Run 1, metal 1:
Supply wires on this layer in grey.
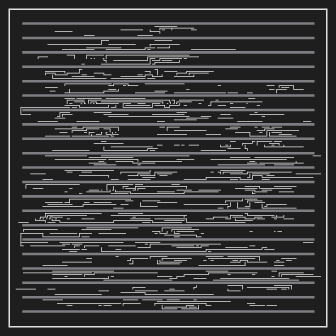
Run 1, the metal 2 layer:
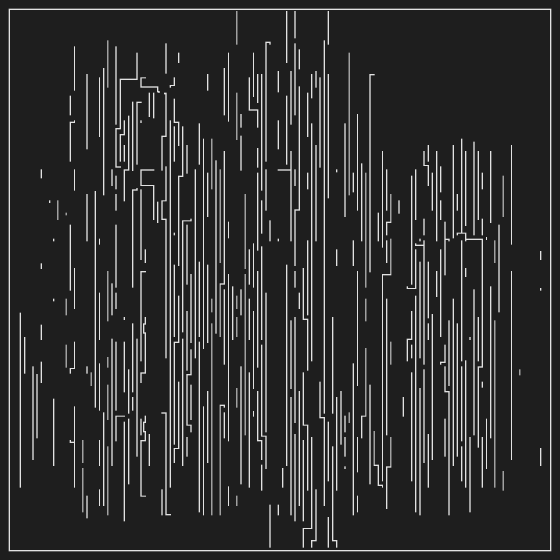
Run 1, M3 wires:
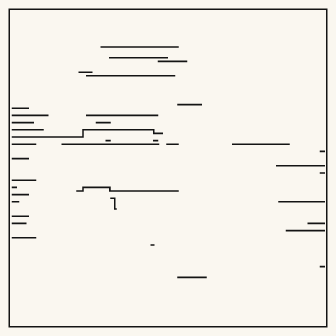
Run 1, M4 wires:
Scale bar: 20 um. Supply wires on this layer in grey. Cells faint in the background.
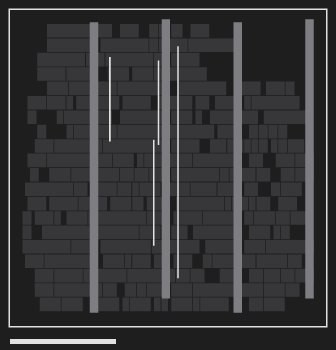
File: src/rtl/cordic_pkg.sv
// Shared definitions for the CORDIC result collector: FSM states and frame geometry.
package cordic_pkg;

    localparam int VAL_W       = 11;
    localparam int FRAME_BYTES = 3;
    localparam int TIMEOUT_DEF = 15;

    typedef enum logic [2:0] {
        ST_IDLE = 3'd0,
        ST_WAIT = 3'd1,
        ST_CAP0 = 3'd2,
        ST_CAP1 = 3'd3,
        ST_SEND = 3'd4
    } state_e;

endpackage

File: src/rtl/cordic_result_collector.sv
// Runs one CORDIC computation per request, reads both results via the core's
// select line and streams them as a 3-byte frame on a valid/ready interface.
module cordic_result_collector
    import cordic_pkg::*;
#(
    parameter int VAL_W_P = VAL_W,
    parameter int TIMEOUT = TIMEOUT_DEF
) (
    input  logic               clk,
    input  logic               rst_n,
    input  logic               start_i,
    output logic               busy_o,
    output logic               core_rst_o,
    output logic               core_sel_o,
    input  logic               core_done_i,
    input  logic [VAL_W_P-1:0] core_val_i,
    output logic [7:0]         out_data_o,
    output logic               out_valid_o,
    input  logic               out_ready_i,
    output logic               out_last_o,
    output logic               err_timeout_o
);

    localparam int         CNT_W     = $clog2(TIMEOUT + 1);
    localparam logic [1:0] LAST_IDX  = 2'(FRAME_BYTES - 1);
    localparam logic [CNT_W-1:0] CNT_LIMIT = CNT_W'(TIMEOUT - 1);

    state_e             state_q, state_d;
    logic [CNT_W-1:0]   wait_cnt_q, wait_cnt_d;
    logic [VAL_W_P-1:0] r0_q, r0_d;
    logic [VAL_W_P-1:0] r1_q, r1_d;
    logic [1:0]         idx_q, idx_d;
    logic               err_q, err_d;

    // State and datapath registers.
    always_ff @(posedge clk or negedge rst_n) begin
        if (!rst_n) begin
            state_q    <= ST_IDLE;
            wait_cnt_q <= '0;
            r0_q       <= '0;
            r1_q       <= '0;
            idx_q      <= 2'd0;
            err_q      <= 1'b0;
        end else begin
            state_q    <= state_d;
            wait_cnt_q <= wait_cnt_d;
            r0_q       <= r0_d;
            r1_q       <= r1_d;
            idx_q      <= idx_d;
            err_q      <= err_d;
        end
    end

    // Next-state logic; done takes priority over the timeout in WAIT.
    always_comb begin
        state_d    = state_q;
        wait_cnt_d = wait_cnt_q;
        r0_d       = r0_q;
        r1_d       = r1_q;
        idx_d      = idx_q;
        err_d      = err_q;
        case (state_q)
            ST_IDLE: begin
                if (start_i) begin
                    state_d    = ST_WAIT;
                    wait_cnt_d = '0;
                    err_d      = 1'b0;
                end else begin
                    state_d = ST_IDLE;
                end
            end
            ST_WAIT: begin
                wait_cnt_d = wait_cnt_q + CNT_W'(1);
                if (core_done_i) begin
                    state_d = ST_CAP0;
                end else if (wait_cnt_q == CNT_LIMIT) begin
                    err_d   = 1'b1;
                    state_d = ST_IDLE;
                end else begin
                    state_d = ST_WAIT;
                end
            end
            ST_CAP0: begin
                r0_d    = core_val_i;
                state_d = ST_CAP1;
            end
            ST_CAP1: begin
                // Core output is combinational on select, so it is valid this cycle.
                r1_d    = core_val_i;
                idx_d   = 2'd0;
                state_d = ST_SEND;
            end
            ST_SEND: begin
                if (out_ready_i) begin
                    if (idx_q == LAST_IDX) begin
                        state_d = ST_IDLE;
                    end else begin
                        idx_d = idx_q + 2'd1;
                    end
                end else begin
                    state_d = ST_SEND;
                end
            end
            default: begin
                state_d = ST_IDLE;
            end
        endcase
    end

    // Moore output decode from state and captured registers.
    always_comb begin
        busy_o      = 1'b1;
        core_rst_o  = 1'b0;
        core_sel_o  = 1'b0;
        out_valid_o = 1'b0;
        out_last_o  = 1'b0;
        out_data_o  = 8'h00;
        case (state_q)
            ST_IDLE: begin
                busy_o     = 1'b0;
                core_rst_o = 1'b1;
            end
            ST_WAIT: begin
                core_rst_o = 1'b0;
            end
            ST_CAP0: begin
                core_sel_o = 1'b0;
            end
            ST_CAP1: begin
                core_sel_o = 1'b1;
            end
            ST_SEND: begin
                out_valid_o = 1'b1;
                out_last_o  = (idx_q == LAST_IDX);
                case (idx_q)
                    2'd0:    out_data_o = r0_q[7:0];
                    2'd1:    out_data_o = {r1_q[4:0], r0_q[10:8]};
                    2'd2:    out_data_o = {2'b00, r1_q[10:5]};
                    default: out_data_o = 8'h00;
                endcase
            end
            default: begin
                busy_o     = 1'b0;
                core_rst_o = 1'b1;
            end
        endcase
    end

    assign err_timeout_o = err_q;

endmodule
File: config.mk
export PLATFORM = sky130hd
export DESIGN_NAME = cordic_result_collector
export DESIGN_NICKNAME = d
export VERILOG_FILES = /design/src/rtl/cordic_pkg.sv /design/src/rtl/cordic_result_collector.sv
export SDC_FILE = /design/constraint.sdc
export NUM_CORES = 1
export LEC_CHECK = 0
export CORE_MARGIN = 2
export CORE_UTILIZATION = 51
export CTS_CLUSTER_DIAMETER = 80
export DETAILED_ROUTE_END_ITERATION = 8
export PLACE_DENSITY = 0.88
export SLEW_MARGIN = 40
export SYNTH_ARGS = -nofsm -noshare
export SYNTH_HDL_FRONTEND = slang
export SYNTH_SLANG_ARGS = --single-unit
File: constraint.sdc
create_clock -name clk -period 1.6 [get_ports clk]
set_clock_uncertainty 0.05 [all_clocks]
set_input_delay 0.24 -clock clk [delete_from_list [all_inputs] [get_ports clk]]
set_output_delay 0.24 -clock clk [all_outputs]
set_load 0.005 [all_outputs]
==> impl_metrics.tcl, run 1 <==
# implementation run metrics
set metrics [dict create \
    ys_ff 32 \
    n_antenna_cell 0 \
    placement.io_buffers 29 \
    gp_congestion 0.815 \
    setup_viol 25 \
    final-comb-area_um2 856 \
    drive_above_1_share_pct 51.0 \
    first_pass_iters 4 \
    syn-instance-count 133 \
    clock_latency_ps 350 \
    ys_cells 133 \
    ir_drop_mv 1.03 \
    cpMaxStageDelayCell "dfrtp_2" \
    critPathLaunchType "register" \
    violations "setup timing" \
    wl_um 4400 \
    core_area_mm2 0.00300 \
    worst_ep_arrival_time_ps 1760 \
    cts.sinks 32 \
    required_ps 1310 \
    synthesis.area_mm2 0.00158 \
    nFillCells 159 \
    std_cell_rows 20 \
    holdCritPathClass "input pin to asynchronous set/reset pin" \
    path_cells "inv_4 -> ha_4 -> buf_6 -> a222oi_1 -> nor2_1 -> buf_2" \
    setup_tns_ps -4930 \
    ys_seq_share_pct 50.6 \
    post-place-ws_ps -366 \
    setup_ws_ps -451 \
    cts_buffers 5 \
    grt_pass1_vias 1434 \
    top_cell_area_share_pct 50.6 \
    r2r_cells 7 \
    layout_top_cells "30 x dfrtp_1, 23 x buf_6, 16 x clkdlybuf4s50_1, 16 x buf_4, 12 x mux2_2" \
    status "complete, but fails checks" \
]
About 'metal 1':
longest straight run	19.8 um
wire length on this layer	1,810 um

About 'the metal 2 layer':
longest straight run	41.1 um
main direction	vertical
nets with wire on the layer	199
wire length on this layer	2,270 um
share of all routed wire	51%

About 'M3 wires':
nets with wire on the layer	30
longest straight run	18.2 um
wire length on this layer	237 um
share of all routed wire	5.4%

About 'M4 wires':
wire length on this layer	94.5 um
longest straight run	43.5 um
share of all routed wire	2.2%

## run 1: how the worst min path moves through the flow
| stage | end | slack, ps | cells past startpoint |
|---|---|---|---|
| final | err_timeout_o | 230 | 2 |
| after global routing | err_timeout_o | 250 | 2 |
| after CTS | err_timeout_o | 250 | 2 |
| after detailed placement | r1_q[6] | 450 | 1 |
| after global placement | r0_q[10] | 440 | 1 |
| after floorplan | err_timeout_o | -110 | 0 |
## run 1: worst register-to-register path, delay by kind of cell (launching register included)
kind                   cells  cell delay [ps]
flip-flops                 1              430
AND/OR/NAND/NOR            2              290
multiplexers               1              320
buffers and inverters      4              520
## run 1: layer usage
metal  vias up  routed length [um]  global-route usage, %
met5         -                   0                      0
met1       672                1810                   30.6
met2        44                2270                   45.0
met4         0                  94                   14.3
li1        599                   -                      -
met3        12                 236                   10.4
## run 1: layout make-up
type                    instances  area share [%]
clock buffers                   8            2.45
inverters                       6            1.15
multi-input cells              86            35.6
flip-flops and latches         32            33.5
well taps                      33            1.72
repair buffers                 66            25.6
## run 1: power breakdown
group | total [mW] | switching, mW | internal (mW) | leakage [nW]
registers | 1.52 | 0.317 | 1.20 | 0.387
logic | 2.81 | 1.13 | 1.68 | 0.724
clock network | 0.499 | 0.283 | 0.217 | 0.0326
## run 1: kinds of logic (layout without fill, tap and decap cells)
logic type / after synthesis / count (layout) / share of synthesized area [%]
flops: 32 / 32 / 50.6
compound gates: 18 / 18 / 9.02
xor+xnor: 1 / 1 / 0.554
fa+ha+maj: 6 / 6 / 4.75
simple gates: 36 / 36 / 12.5
mux: 25 / 25 / 17.6
buf+inv: 15 / 80 / 4.90
## run 1: flip-flops by register name (all words and copies together), names as in the netlist
| register | cells |
|---|---|
| state_q | 3 |
| idx_q | 2 |
| r1_q | 11 |
| wait_cnt_q | 4 |
| r0_q | 11 |
| err_timeout_o | 1 |
## run 1: synthesized netlist by cell type, drive strengths merged
cell type  count
ha             6
o2bb2ai        1
a2bb2oi        1
nand3b         3
nand3          4
mux2i          2
nor3b          2
clkbuf         1
or4b           1
a222oi         6
buf            8
mux2          23
a22oi          2
o22a           1
nand2b         2
nand2          6
nor2          14
or2            1
a21boi         1
xor2           1
nor3           2
and2           1
a21oi          1
dfrtp         32
inv            6
a22o           1
o21ai          4
## run 1: what timing repair did
action                     CTS  global route
cloned                       1             0
pin swaps                   21            19
setup endpoints to repair   20            33
gates resized              103            19
buffers inserted            17            15
hold endpoints to repair     0             0
## run 1: through the flow
stage	instances	hold slack, ps	util, %
3_5_place_dp	195	449	64.1
5_1_grt	231	247	80.0
4_1_cts	221	246	75.5
6_report	231	226	80.0
3_3_place_gp	195	441	64.1
2_1_floorplan	133	-106	-
Run 1, the clock network:
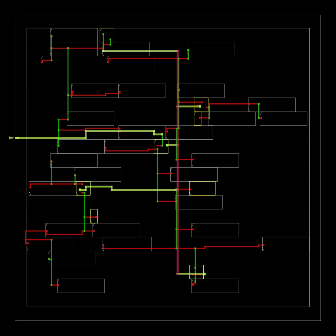

==> run 2: changes to the inputs <==
--- a/config.mk
+++ b/config.mk
@@ -5,7 +5,7 @@
 export SDC_FILE = /design/constraint.sdc
 export NUM_CORES = 1
 export LEC_CHECK = 0
-export CORE_MARGIN = 2
+export CORE_MARGIN = 5
 export CORE_UTILIZATION = 51
 export CTS_CLUSTER_DIAMETER = 80
 export DETAILED_ROUTE_END_ITERATION = 8
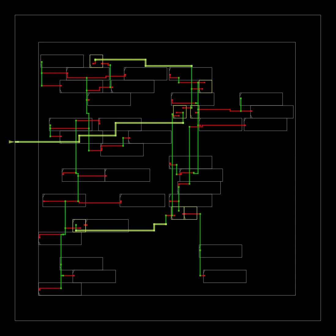
Run 2: the clock network
clock buf count: 5
clk pwr: 0.446 mW
Sink Count: 32
seq_cells: 32

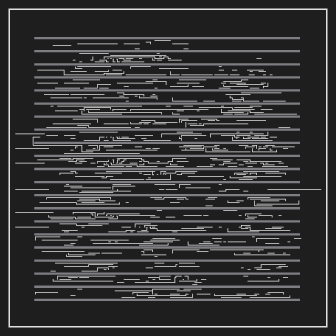
Run 2: metal 1
Supply wires on this layer in grey.
nets with wire on the layer	194
main direction	horizontal
longest straight run	17.5 um
routed wire length: 4440 um
Vias: 1,317
M1 GR Usage: 22.3%

==> impl_metrics.tcl, run 2 <==
# implementation run metrics
set metrics [dict create \
    largest_area_cell "dfrtp_1" \
    synthesis.area_mm2 0.00158 \
    r2r_start "state_q[0]" \
    syn_avg_cell_area_um2 11.9 \
    setup_viol 26 \
    power.leakage_nw 1.20 \
    r2r_cells 8 \
    violations "setup timing" \
    top_cell_area_share_pct 50.6 \
    syn-instance-count 133 \
    post-place-ws_ps -362 \
    crit_path_end "out_data_o[0]" \
    clock_latency_ps 340 \
    placement.io_buffers 29 \
    ys_async_sr_fraction_pct 100 \
    finalClockPeriodUsage_pct 124 \
    timing.hold.ws_ps 237 \
    ys_ff 32 \
    clockBufferDepth 2 \
    gp_congestion 0.777 \
    synth_simple_gate_area_share_pct 12.5 \
    first_pass_iters 4 \
    holdCritPathClass "input pin to asynchronous set/reset pin" \
    n_antenna_cell 0 \
    rsz0062_at_grt "true" \
    layout.cells.most_common "dfrtp_1" \
    p_per_area_mw_per_mm2 2020 \
    setup_ws_ps -377 \
    final_util_pct 80.3 \
    core_area_mm2 0.00300 \
    cp_num_buf_inv 2 \
    die_x_um 65.7 \
    ant_nets 0 \
    ys_types 32 \
    grt_first_pass_wirelength_um 6500 \
    ys_warn_count 0 \
    logic_family "multiplexers" \
    path_cells "inv_2 -> ha_4 -> a222oi_1 -> nor2_1 -> buf_2" \
    cts_buffers 5 \
    cpMaxStageDelayCell "dfrtp_2" \
    reg_top3 "r0_q (11), r1_q (11), wait_cnt_q (4)" \
    ff_type "dfrtp_1" \
    cts_hold_buf 0 \
    area_growth_pct 52.5 \
    final_area_mm2 0.00241 \
    grt_start_max_net_pins 33 \
    grt_pass1_vias 1337 \
    r2r_slack_ps -220 \
    end_kind "primary output" \
    remaining_drc_errors 0 \
    synth_top_cell_by_count "dfrtp_1" \
    clk_pin_slew_worst_paths_ps 110 \
    worstMarginPinSlew_ps 400 \
    htreeDepth 2 \
    drive_above_1_share_pct 50.5 \
    critPathKind "register to primary output" \
    cp_top_family "flip-flops" \
    ir_drop_mv 1.10 \
    ys_sh_xor_pct 0.554 \
    aoi_share_pct 9.02 \
    top_cells_by_count "32 x dfrtp_1, 23 x mux2_2, 14 x nor2_1" \
    cts_tree "done" \
    layout_top_cells "30 x dfrtp_1, 21 x mux2_4, 17 x buf_6" \
    maxCapViolations 0 \
    timing.rr.end "r0_q[2]" \
    edf_count 0 \
    mux_share_pct 17.6 \
    slew_viol_final 0 \
    relSlewSlack_pct 73.3 \
    std_cell_rows 20 \
    critPathLaunchType "register" \
    setup_tns_ps -6030 \
    worst_ep_arrival_time_ps 1690 \
    required_ps 1310 \
    status "complete, but fails checks" \
    cp_max_fo 8 \
    ys_cells 133 \
    gr-usage-all-layers_pct 20.0 \
    fa_ha_area_share_pct 4.75 \
    post-route-min-period_ps 1980 \
    ys_seq_share_pct 50.6 \
]
==> run 2: cell counts after synthesis <==
No cell type changed its count.
==> run 2: what timing repair did <==
action	4_1_cts	5_1_grt
gates resized	89	38
buffers inserted	15	14
gates cloned	0	1
setup endpoints to repair	13	24
pin swaps	16	7
==> run 2: worst min path at each step <==
stage	startpoint	to
5_1_grt	rst_n	r0_q[2]
3_3_place_gp	r0_q[10]	r0_q[10]
4_1_cts	rst_n	r0_q[4]
2_1_floorplan	rst_n	err_timeout_o
6_report	rst_n	r0_q[1]
3_5_place_dp	r1_q[6]	r1_q[6]
==> run 2: metrics by stage <==
stage | total power, mW | cells
finish | 4.88 | 227
global route | 5.17 | 227
detailed placement | 3.18 | 195
floorplan | 2.57 | 133
CTS | 4.24 | 215
global placement | 3.07 | 195
==> run 2: layer usage <==
layer	GRT usage (%)	share of wire (%)	wire length (um)	up-vias
li1	-	-	-	595
met5	0	0	0	-
met2	34.9	54	2380	42
met4	8.03	2.1	93	0
met1	22.3	39	1740	670
met3	6.32	5.1	228	10
==> run 2: layout make-up <==
cell class / instances / area [um^2]
sequential: 32 / 803
fill: 180 / 592
tap: 33 / 41.3
multi-input combinational: 86 / 892
clock inverter: 2 / 12.5
inverter: 6 / 25.0
timing repair buffer: 63 / 599
clock buffer: 5 / 37.5
==> run 2: power breakdown <==
part / internal, mW / leakage, nW / switching (mW)
sequential: 1.20 / 0.387 / 0.308
clock: 0.160 / 0.0271 / 0.286
combinational: 1.77 / 0.782 / 1.16
==> run 2: cell families (layout without fill, tap and decap cells) <==
logic type                 count (synthesis)  after routing
muxes                                     25             25
xor gates and xnor gates                   1              1
and+or+nand+nor                           36             36
adders and majority gates                  6              6
AOI/OAI and AO/OA                         18             18
buffers and inverters                     15             76
DFF                                       32             32
Power and IR drop assume default switching activity.
